## src/rtl/mem_stage_access_pkg.sv

```systemverilog
// Shared constants for the M-stage data access unit.
// Access types, exception codes, FSM states and lane helpers.
package mem_stage_access_pkg;

    localparam logic [3:0] DT_WORD  = 4'd0;
    localparam logic [3:0] DT_HALF  = 4'd1;
    localparam logic [3:0] DT_HALFU = 4'd2;
    localparam logic [3:0] DT_BYTE  = 4'd3;
    localparam logic [3:0] DT_BYTEU = 4'd4;

    localparam logic [4:0] EXC_ADEL = 5'd4;
    localparam logic [4:0] EXC_ADES = 5'd5;
    localparam logic [4:0] EXC_DBE  = 5'd7;

    typedef enum logic [1:0] {
        ST_IDLE = 2'd0,
        ST_BUSY = 2'd1,
        ST_RESP = 2'd2
    } state_t;

    function automatic logic isHalfType(input logic [3:0] dt);
        return (dt == DT_HALF) || (dt == DT_HALFU);
    endfunction

    function automatic logic isByteType(input logic [3:0] dt);
        return (dt == DT_BYTE) || (dt == DT_BYTEU);
    endfunction

    // Byte enables for an access of type dt at byte offset lo.
    function automatic logic [3:0] laneBe(
        input logic [3:0] dt,
        input logic [1:0] lo
    );
        logic [3:0] be;
        be = 4'b1111;
        if (isHalfType(dt)) begin
            be = lo[1] ? 4'b1100 : 4'b0011;
        end else if (isByteType(dt)) begin
            be = 4'b0001 << lo;
        end
        return be;
    endfunction

    // Right-aligned store data replicated across all lanes.
    function automatic logic [31:0] laneData(
        input logic [3:0]  dt,
        input logic [31:0] wd
    );
        logic [31:0] d;
        d = wd;
        if (isHalfType(dt)) begin
            d = {2{wd[15:0]}};
        end else if (isByteType(dt)) begin
            d = {4{wd[7:0]}};
        end
        return d;
    endfunction

endpackage

```

## src/rtl/mem_stage_access_load_extend.sv

```systemverilog
// Load lane select and sign/zero extension.
// Pure combinational; shared with the WB stage.
module load_extend
    import mem_stage_access_pkg::*;
(
    input  logic [1:0]  addrLo,
    input  logic [3:0]  dataType,
    input  logic [31:0] rdata,
    output logic [31:0] result
);

    logic [7:0]  laneByte;
    logic [15:0] laneHalf;

    // Pick the addressed byte and halfword out of the bus word.
    always_comb begin
        laneByte = rdata[7:0];
        unique case (addrLo)
            2'd0: laneByte = rdata[7:0];
            2'd1: laneByte = rdata[15:8];
            2'd2: laneByte = rdata[23:16];
            2'd3: laneByte = rdata[31:24];
            default: laneByte = rdata[7:0];
        endcase
        laneHalf = addrLo[1] ? rdata[31:16] : rdata[15:0];
    end

    // Extend the selected lane; unknown types read as a full word.
    always_comb begin
        result = rdata;
        unique case (dataType)
            DT_HALF:  result = {{16{laneHalf[15]}}, laneHalf};
            DT_HALFU: result = {16'd0, laneHalf};
            DT_BYTE:  result = {{24{laneByte[7]}}, laneByte};
            DT_BYTEU: result = {24'd0, laneByte};
            default:  result = rdata;
        endcase
    end

endmodule

```

## src/rtl/mem_stage_access.sv

```systemverilog
// M-stage data access: alignment check, bus req/ack, load extend.
// Optional bus timeout when BUS_TIMEOUT_EN is defined.
module mem_stage_access #(
    parameter int         TIMEOUT_CYCLES = 255,
    parameter logic [4:0] EXC_DBE = mem_stage_access_pkg::EXC_DBE
) (
    input  logic        clk,
    input  logic        reset,
    input  logic        MemtoRegM,
    input  logic        MemWriteM,
    input  logic [3:0]  DataTypeM,
    input  logic [31:0] ALUResM,
    input  logic [31:0] WriteDataM,
    input  logic        ExcOccurM,
    input  logic [4:0]  ExcCodeM,
    input  logic        flush,
    output logic        stall,
    output logic        bus_req,
    output logic        bus_we,
    output logic [31:0] bus_addr,
    output logic [3:0]  bus_be,
    output logic [31:0] bus_wdata,
    input  logic        bus_ack,
    input  logic [31:0] bus_rdata,
    output logic [31:0] ReadDataM,
    output logic        done,
    output logic        ExcOccurOut,
    output logic [4:0]  ExcCodeOut
);

    import mem_stage_access_pkg::*;

    state_t      state;
    logic        memOp;
    logic        isHalf;
    logic        isWord;
    logic        mis;
    logic        acc;
    logic        killed;
    logic        tmoFlag;
    logic [1:0]  addrLo;
    logic [3:0]  dtReg;
    logic [31:0] loadVal;

    assign memOp  = MemtoRegM | MemWriteM;
    assign isHalf = isHalfType(DataTypeM);
    assign isWord = !isHalf && !isByteType(DataTypeM);
    assign mis    = memOp
                  & ((isWord & (|ALUResM[1:0]))
                  |  (isHalf & ALUResM[0]));
    assign acc    = memOp & !ExcOccurM & !mis & !flush;

    assign stall = ((state == ST_IDLE) & acc)
                 | (state == ST_BUSY);

    load_extend u_ext (
        .addrLo   (addrLo),
        .dataType (dtReg),
        .rdata    (bus_rdata),
        .result   (loadVal)
    );

`ifdef BUS_TIMEOUT_EN
    localparam logic [7:0] TMO_LAST = 8'(TIMEOUT_CYCLES - 1);
    logic [7:0] tmoCnt;
`else
    assign tmoFlag = 1'b0;
`endif

    // Access FSM: latch on accept, hold until ack, pulse done once.
    always_ff @(posedge clk or posedge reset) begin
        if (reset) begin
            state     <= ST_IDLE;
            bus_req   <= 1'b0;
            bus_we    <= 1'b0;
            bus_addr  <= 32'd0;
            bus_be    <= 4'd0;
            bus_wdata <= 32'd0;
            ReadDataM <= 32'd0;
            done      <= 1'b0;
            killed    <= 1'b0;
            addrLo    <= 2'd0;
            dtReg     <= DT_WORD;
`ifdef BUS_TIMEOUT_EN
            tmoCnt    <= 8'd0;
            tmoFlag   <= 1'b0;
`endif
        end else begin
            unique case (state)
                ST_IDLE: begin
                    done <= 1'b0;
                    if (acc) begin
                        bus_req   <= 1'b1;
                        bus_we    <= MemWriteM;
                        bus_addr  <= {ALUResM[31:2], 2'b00};
                        bus_be    <= laneBe(DataTypeM, ALUResM[1:0]);
                        bus_wdata <= laneData(DataTypeM, WriteDataM);
                        addrLo    <= ALUResM[1:0];
                        dtReg     <= DataTypeM;
                        killed    <= 1'b0;
`ifdef BUS_TIMEOUT_EN
                        tmoCnt    <= 8'd0;
`endif
                        state     <= ST_BUSY;
                    end
                end
                ST_BUSY: begin
                    if (flush) begin
                        killed <= 1'b1;
                    end
                    if (bus_ack) begin
                        bus_req   <= 1'b0;
                        ReadDataM <= loadVal;
                        done      <= !(killed | flush);
                        state     <= ST_RESP;
                    end
`ifdef BUS_TIMEOUT_EN
                    else if (tmoCnt == TMO_LAST) begin
                        bus_req <= 1'b0;
                        done    <= !(killed | flush);
                        tmoFlag <= 1'b1;
                        state   <= ST_RESP;
                    end else begin
                        tmoCnt <= tmoCnt + 8'd1;
                    end
`endif
                end
                ST_RESP: begin
                    done  <= 1'b0;
`ifdef BUS_TIMEOUT_EN
                    tmoFlag <= 1'b0;
`endif
                    state <= ST_IDLE;
                end
                default: begin
                    state <= ST_IDLE;
                end
            endcase
        end
    end

    // Exception merge: upstream, then alignment, then bus timeout.
    always_comb begin
        ExcOccurOut = 1'b0;
        ExcCodeOut  = 5'd0;
        if (ExcOccurM) begin
            ExcOccurOut = 1'b1;
            ExcCodeOut  = ExcCodeM;
        end else if (mis) begin
            ExcOccurOut = 1'b1;
            ExcCodeOut  = MemtoRegM ? EXC_ADEL : EXC_ADES;
        end else if (tmoFlag) begin
            ExcOccurOut = 1'b1;
            ExcCodeOut  = EXC_DBE;
        end
    end

endmodule
```

## config.mk

```make
export PLATFORM = sky130hd
export DESIGN_NAME = mem_stage_access
export DESIGN_NICKNAME = d
export VERILOG_FILES = /design/src/rtl/mem_stage_access_pkg.sv /design/src/rtl/mem_stage_access_load_extend.sv /design/src/rtl/mem_stage_access.sv
export SDC_FILE = /design/constraint.sdc
export NUM_CORES = 1
export LEC_CHECK = 0
export CORE_ASPECT_RATIO = 0.6
export CORE_UTILIZATION = 45
export DETAILED_ROUTE_END_ITERATION = 8
export PLACE_DENSITY = 0.92
export SLEW_MARGIN = 20
export SYNTH_ARGS = -nofsm -noshare
export SYNTH_HDL_FRONTEND = slang
export SYNTH_HIERARCHICAL = 1
export SYNTH_SLANG_ARGS = --single-unit
```

## constraint.sdc

```tcl
create_clock -name clk -period 4.6 [get_ports clk]
set_input_delay 0.69 -clock clk [delete_from_list [all_inputs] [get_ports clk]]
set_output_delay 0.69 -clock clk [all_outputs]
set_load 0.005 [all_outputs]
```

==> out/summary.log, run 1 <==
INFO  run_status     outcome=finished, final reports clean
INFO  logic_synthesis synthesis.instances=514
INFO  logic_synthesis top_cells_by_area=dfrtp_1 45%, mux2_2 18%, mux2_1 3.3%
INFO  sta            finalHoldWorstSlack=0.464ns
INFO  logic_synthesis synthesis.yosys.warnings=6
INFO  clock_tree     clk_pin_slew_worst_paths=0.08ns
INFO  die            floorplan.core_area=13000um2
INFO  logic_synthesis netlist.top_cell.by_area=dfrtp_1
INFO  logic_synthesis synthFlopType=dfrtp_1
INFO  worst_setup_path worstSetupEndpoint=stall
INFO  min_path       worst_hold_path.endpoint=done$_DFFE_PP0P_
INFO  layout         drive_gt1_share=19.8%
INFO  logic_synthesis ys_cells=514
INFO  sta            finalClockSkew=0.00660ns
INFO  sta            finalHoldViolCount=0
INFO  flow_run       warning_count=26
INFO  worst_setup_path path_max_fanout=9
INFO  power_and_ir_drop pwr_density_cell=481nW/um2
INFO  logic_synthesis synth-async-reset-ratio=100%
INFO  sta            layout_min_cycle_time=3.74ns
INFO  die            core.rowCount=32
INFO  worst_setup_path regToRegStartpoint=state[0]$_DFFE_PP0P_
INFO  logic_synthesis synth_flops=110
INFO  drt            detail_route.wirelength=17900um
INFO  power_and_ir_drop total_power=4.15mW
INFO  worst_setup_path regToRegSetupSlack=1.74ns
INFO  sta            max_clock_freq=0.268GHz
INFO  layout         finish.cell_count_without_fillers=887
INFO  sta            totalNegativeSetupSlack=0ns
INFO  worst_setup_path cp.buffers_inverters=2
==> run 1: sequential cells by signal, indices dropped and copies added, names as in the netlist <==
| register | count |
|---|---|
| ReadDataM | 32 |
| bus_wdata | 32 |
| bus_addr | 30 |
| bus_be | 4 |
| dtReg | 4 |
| addrLo | 2 |
| state | 2 |
| bus_req | 1 |
| bus_we | 1 |
| done | 1 |
| killed | 1 |
==> run 1: cells in the final DEF (no fill, tap or decap), drive strengths merged, types with 10 or more instances in the layout <==
cell and n:
o21ai 28, inv 29, clkdlybuf4s50 219, nor2b 11
mux2 114, nand2 13, nand3 10, nor2 12
o211ai 16, o2bb2ai 16, dfrtp 110
==> run 1: logic make-up after synthesis <==
logic type	after synthesis
mux	131
compound gates	111
flops	110
simple gates	93
buf+inv	67
xor+xnor	1
other cells	1
==> run 1: layout make-up <==
cell class	instances	area, um2	share of cell area [%]
Clock inverter	7	88.8	1.03
Clock buffer	9	225	2.61
Timing Repair Buffer	228	2260	26.2
Multi-Input combinational cell	338	2990	34.7
Tap cell	170	213	2.47
Inverter	25	96.3	1.12
Sequential cell	110	2750	31.9
==> run 1: metal layers <==
layer / wire length [um] / vias up / GRT usage, %
met5: 17 / - / 0
met4: 224 / 2 / 6.08
met3: 2230 / 29 / 10.2
met2: 7980 / 312 / 38.7
met1: 7480 / 2545 / 35.8
li1: - / 2331 / -
==> run 1: power breakdown <==
group          internal (mW)  switching (mW)
combinational           1.10           0.642
clock                  0.437           0.386
sequential              1.33           0.253
run_1/m4.png
(3 px per um)
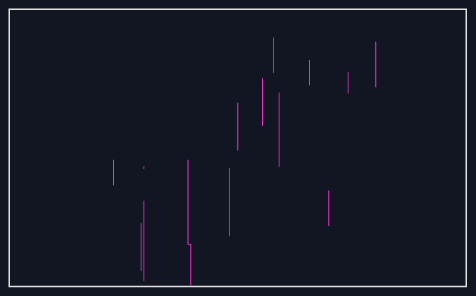
11 nets have wire on it. The layer carries 225 um of wire. The wires run mostly vertical. The layer holds 1.3% of the routed length. The longest straight run is 28.0 um.

run_1/util_map.png
(2 px per um) The die is cut into 15 by 9 equal tiles; white is low, dark blue is high, 0 to 100% covered.
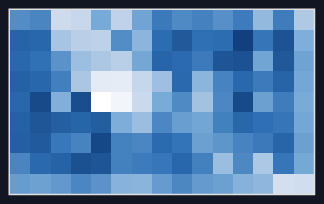
The fullest tile reaches 93%. 0.70% of the tiles are nearly empty. The mean over all tiles is 60%. 28% of the tiles are over 75% full.

run_1/congestion_map.png
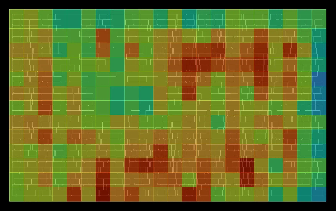
met3 track utilization from global routing: 10.2%
Total Routing Usage GR: 26.1%
post-route core utilization: 66.5%
global routing's busiest layer: met2

run_1/clock_wires.png
(4 px per um)
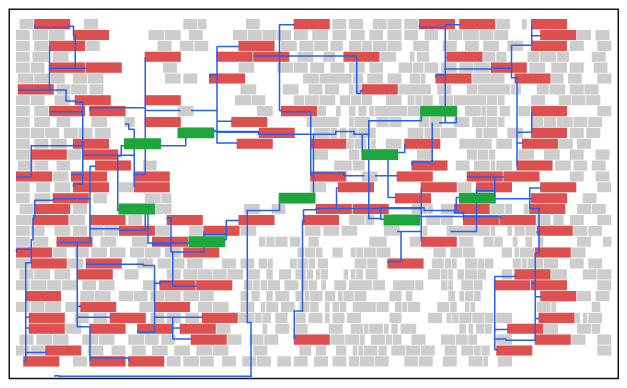

==> run 2: changes to the inputs <==
--- a/config.mk
+++ b/config.mk
@@ -6,9 +6,9 @@
 export NUM_CORES = 1
 export LEC_CHECK = 0
 export CORE_ASPECT_RATIO = 0.6
-export CORE_UTILIZATION = 45
+export CORE_UTILIZATION = 41
 export DETAILED_ROUTE_END_ITERATION = 8
-export PLACE_DENSITY = 0.92
+export PLACE_DENSITY = 0.89
 export SLEW_MARGIN = 20
 export SYNTH_ARGS = -nofsm -noshare
 export SYNTH_HDL_FRONTEND = slang
==> constraint.sdc (replaced) <==
create_clock -name clk -period 3.05 [get_ports clk]
set_input_delay 0.4575 -clock clk [delete_from_list [all_inputs] [get_ports clk]]
set_output_delay 0.4575 -clock clk [all_outputs]
set_load 0.005 [all_outputs]
run_2/clock_wires.png
(4 px per um)
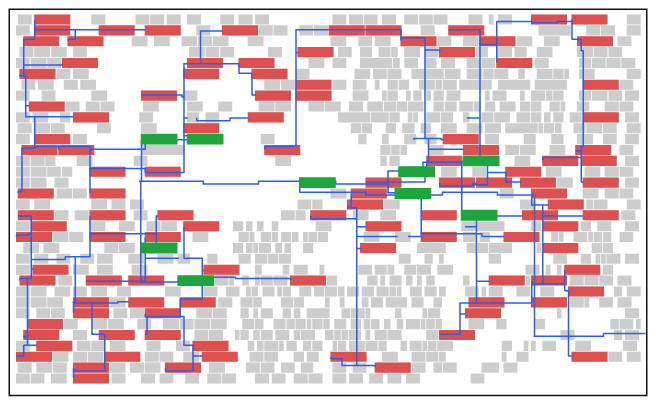
clock wires: drawn in blue, length 1440 um. clock-net drivers: drawn in green, count 9. flip-flops: drawn in red, count 110.
Position of the flops: spread over the die.

run_2/util_map.png
(2 px per um) The die is cut into 16 by 10 equal tiles; white is low, dark blue is high, 0 to 100% covered.
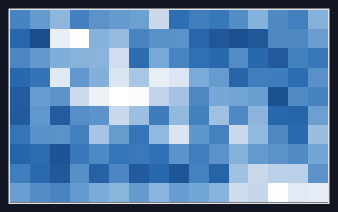
The mean over all tiles is 56%. 1.9% of the tiles are nearly empty. The fullest tile reaches 88%. 19% of the tiles are over 75% full.

==> run 2 against run 1 <==
Clock skew about the same. Largest power group unchanged. Critical path type unchanged. Highest routed layer is now met4. Critical endpoint unchanged. Critical path depth up 1. Sequential share of layout area down 0.61 points. Register-to-register slack worse by 1.1 ns. Largest cell class unchanged. Power up 52%. Via count down 0.42%. Final cell count up 4.8%. Routed wire length down 2.0%. Sequential power up 49%. Synthesized area unchanged.
==> out/summary.log, run 2 <==
INFO  run_status     outcome=finished, final reports clean
INFO  sta            layout_min_cycle_time=2.98ns
INFO  layout         finish.cell_count_without_fillers=930
INFO  global_routing global_routing_s_busiest_layer=met2
INFO  logic_synthesis synth-async-reset-ratio=100%
INFO  layout         drive_gt1_share=21.2%
INFO  flow_run       warning_count=26
INFO  layout         layout.cells.most_common=clkdlybuf4s50_1
INFO  logic_synthesis netlist.top_cell.by_area=dfrtp_1
INFO  clock_tree     clk_pin_slew_worst_paths=0.07ns
INFO  global_routing groute.usage.overall=22.8%
INFO  global_routing gr-usage-met2=34.1%
INFO  logic_synthesis synthFlopType=dfrtp_1
INFO  worst_setup_path worstSetupEndpoint=stall
INFO  sta            finalHoldViolCount=0
INFO  sta            finalClockSkew=0.00650ns
INFO  drt            detail_route.wirelength=17600um
INFO  worst_setup_path regToRegStartpoint=state[0]$_DFFE_PP0P_
INFO  worst_setup_path path_max_fanout=4
INFO  power_and_ir_drop total_power=6.32mW
INFO  logic_synthesis top_cells_by_area=dfrtp_1 45%, mux2_2 18%, mux2_1 3.3%
INFO  layout         reg.largest.list=ReadDataM: 32 flops, bus_wdata: 32 flops, bus_addr: 30 flops
INFO  sta            totalNegativeSetupSlack=0ns
INFO  logic_synthesis ys_cells=514
INFO  layout         most_instantiated_logic_cells_after_routing=218 x clkdlybuf4s50_1, 110 x dfrtp_1, 96 x mux2_2
INFO  worst_setup_path worstPathArrival=2.53ns
INFO  logic_synthesis synthesis.yosys.warnings=6
INFO  sta            max_clock_freq=0.335GHz
INFO  logic_synthesis synth_flops=110
INFO  power_and_ir_drop pwr_density_cell=719nW/um2
run_2/floorplan.png
(4 px per um) Pins as bars on the die edge.
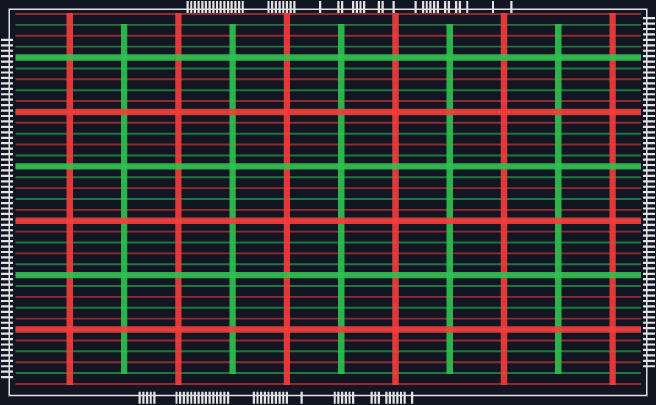
VDD: drawn in green. VSS: drawn in red.
6 straps on met5. The core has 34 rows.

[run 2: how the worst min path moves through the flow]
stage | end | cells past startpoint
6_report | done$_DFFE_PP0P_ | 1
5_1_grt | bus_req$_DFFE_PP0P_ | 1
4_1_cts | done$_DFFE_PP0P_ | 1
3_5_place_dp | done$_DFFE_PP0P_ | 1
3_3_place_gp | done$_DFFE_PP0P_ | 1
2_1_floorplan | done$_DFFE_PP0P_ | 1
[run 2: per-layer routing]
layer	share of wire [%]	vias up
met4	0.50	0
met1	45	2555
met5	0	-
li1	-	2358
met3	11	15
met2	44	269
[run 2: where the power goes]
group          internal, mW  total, mW  switching, mW
clock                 0.735       1.30          0.567
combinational          1.69       2.67          0.972
sequential             2.00       2.35          0.350
[run 2: cell families after synthesis]
| family | after synthesis | synth area share (%) |
|---|---|---|
| DFF | 110 | 45.4 |
| buffers and inverters | 67 | 5.71 |
| xor gates and xnor gates | 1 | 0.144 |
| other | 1 | 0.0618 |
| AOI/OAI and AO/OA | 111 | 13.5 |
| and+or+nand+nor | 93 | 9.53 |
| muxes | 131 | 25.6 |
[run 2: cell type report]
cell class	count	area [um2]	share of cell area, %
Clock buffer	9	225	2.56
Clock inverter	7	103	1.17
Inverter	25	97.6	1.11
Multi-Input combinational cell	338	2980	33.9
Sequential cell	110	2750	31.3
Tap cell	198	248	2.82
Timing Repair Buffer	243	2390	27.1
[run 2: stage by stage]
step,hold slack [ns],instance area [um2]
floorplan,0.434,6070
global placement,0.454,8450
detailed placement,0.463,8450
CTS,0.474,8780
global route,0.511,8790
finish,0.477,8790
[run 2: critical path: stages]
cell,delay (ns)
clkdlybuf4s50_1,0.51
or3b_2,0.45
o311a_1,0.17
buf_4,0.17
a21oi_4,0.16
or2_2,0.12
clkdlybuf4s50_1,0.48
Power and IR drop assume default switching activity.
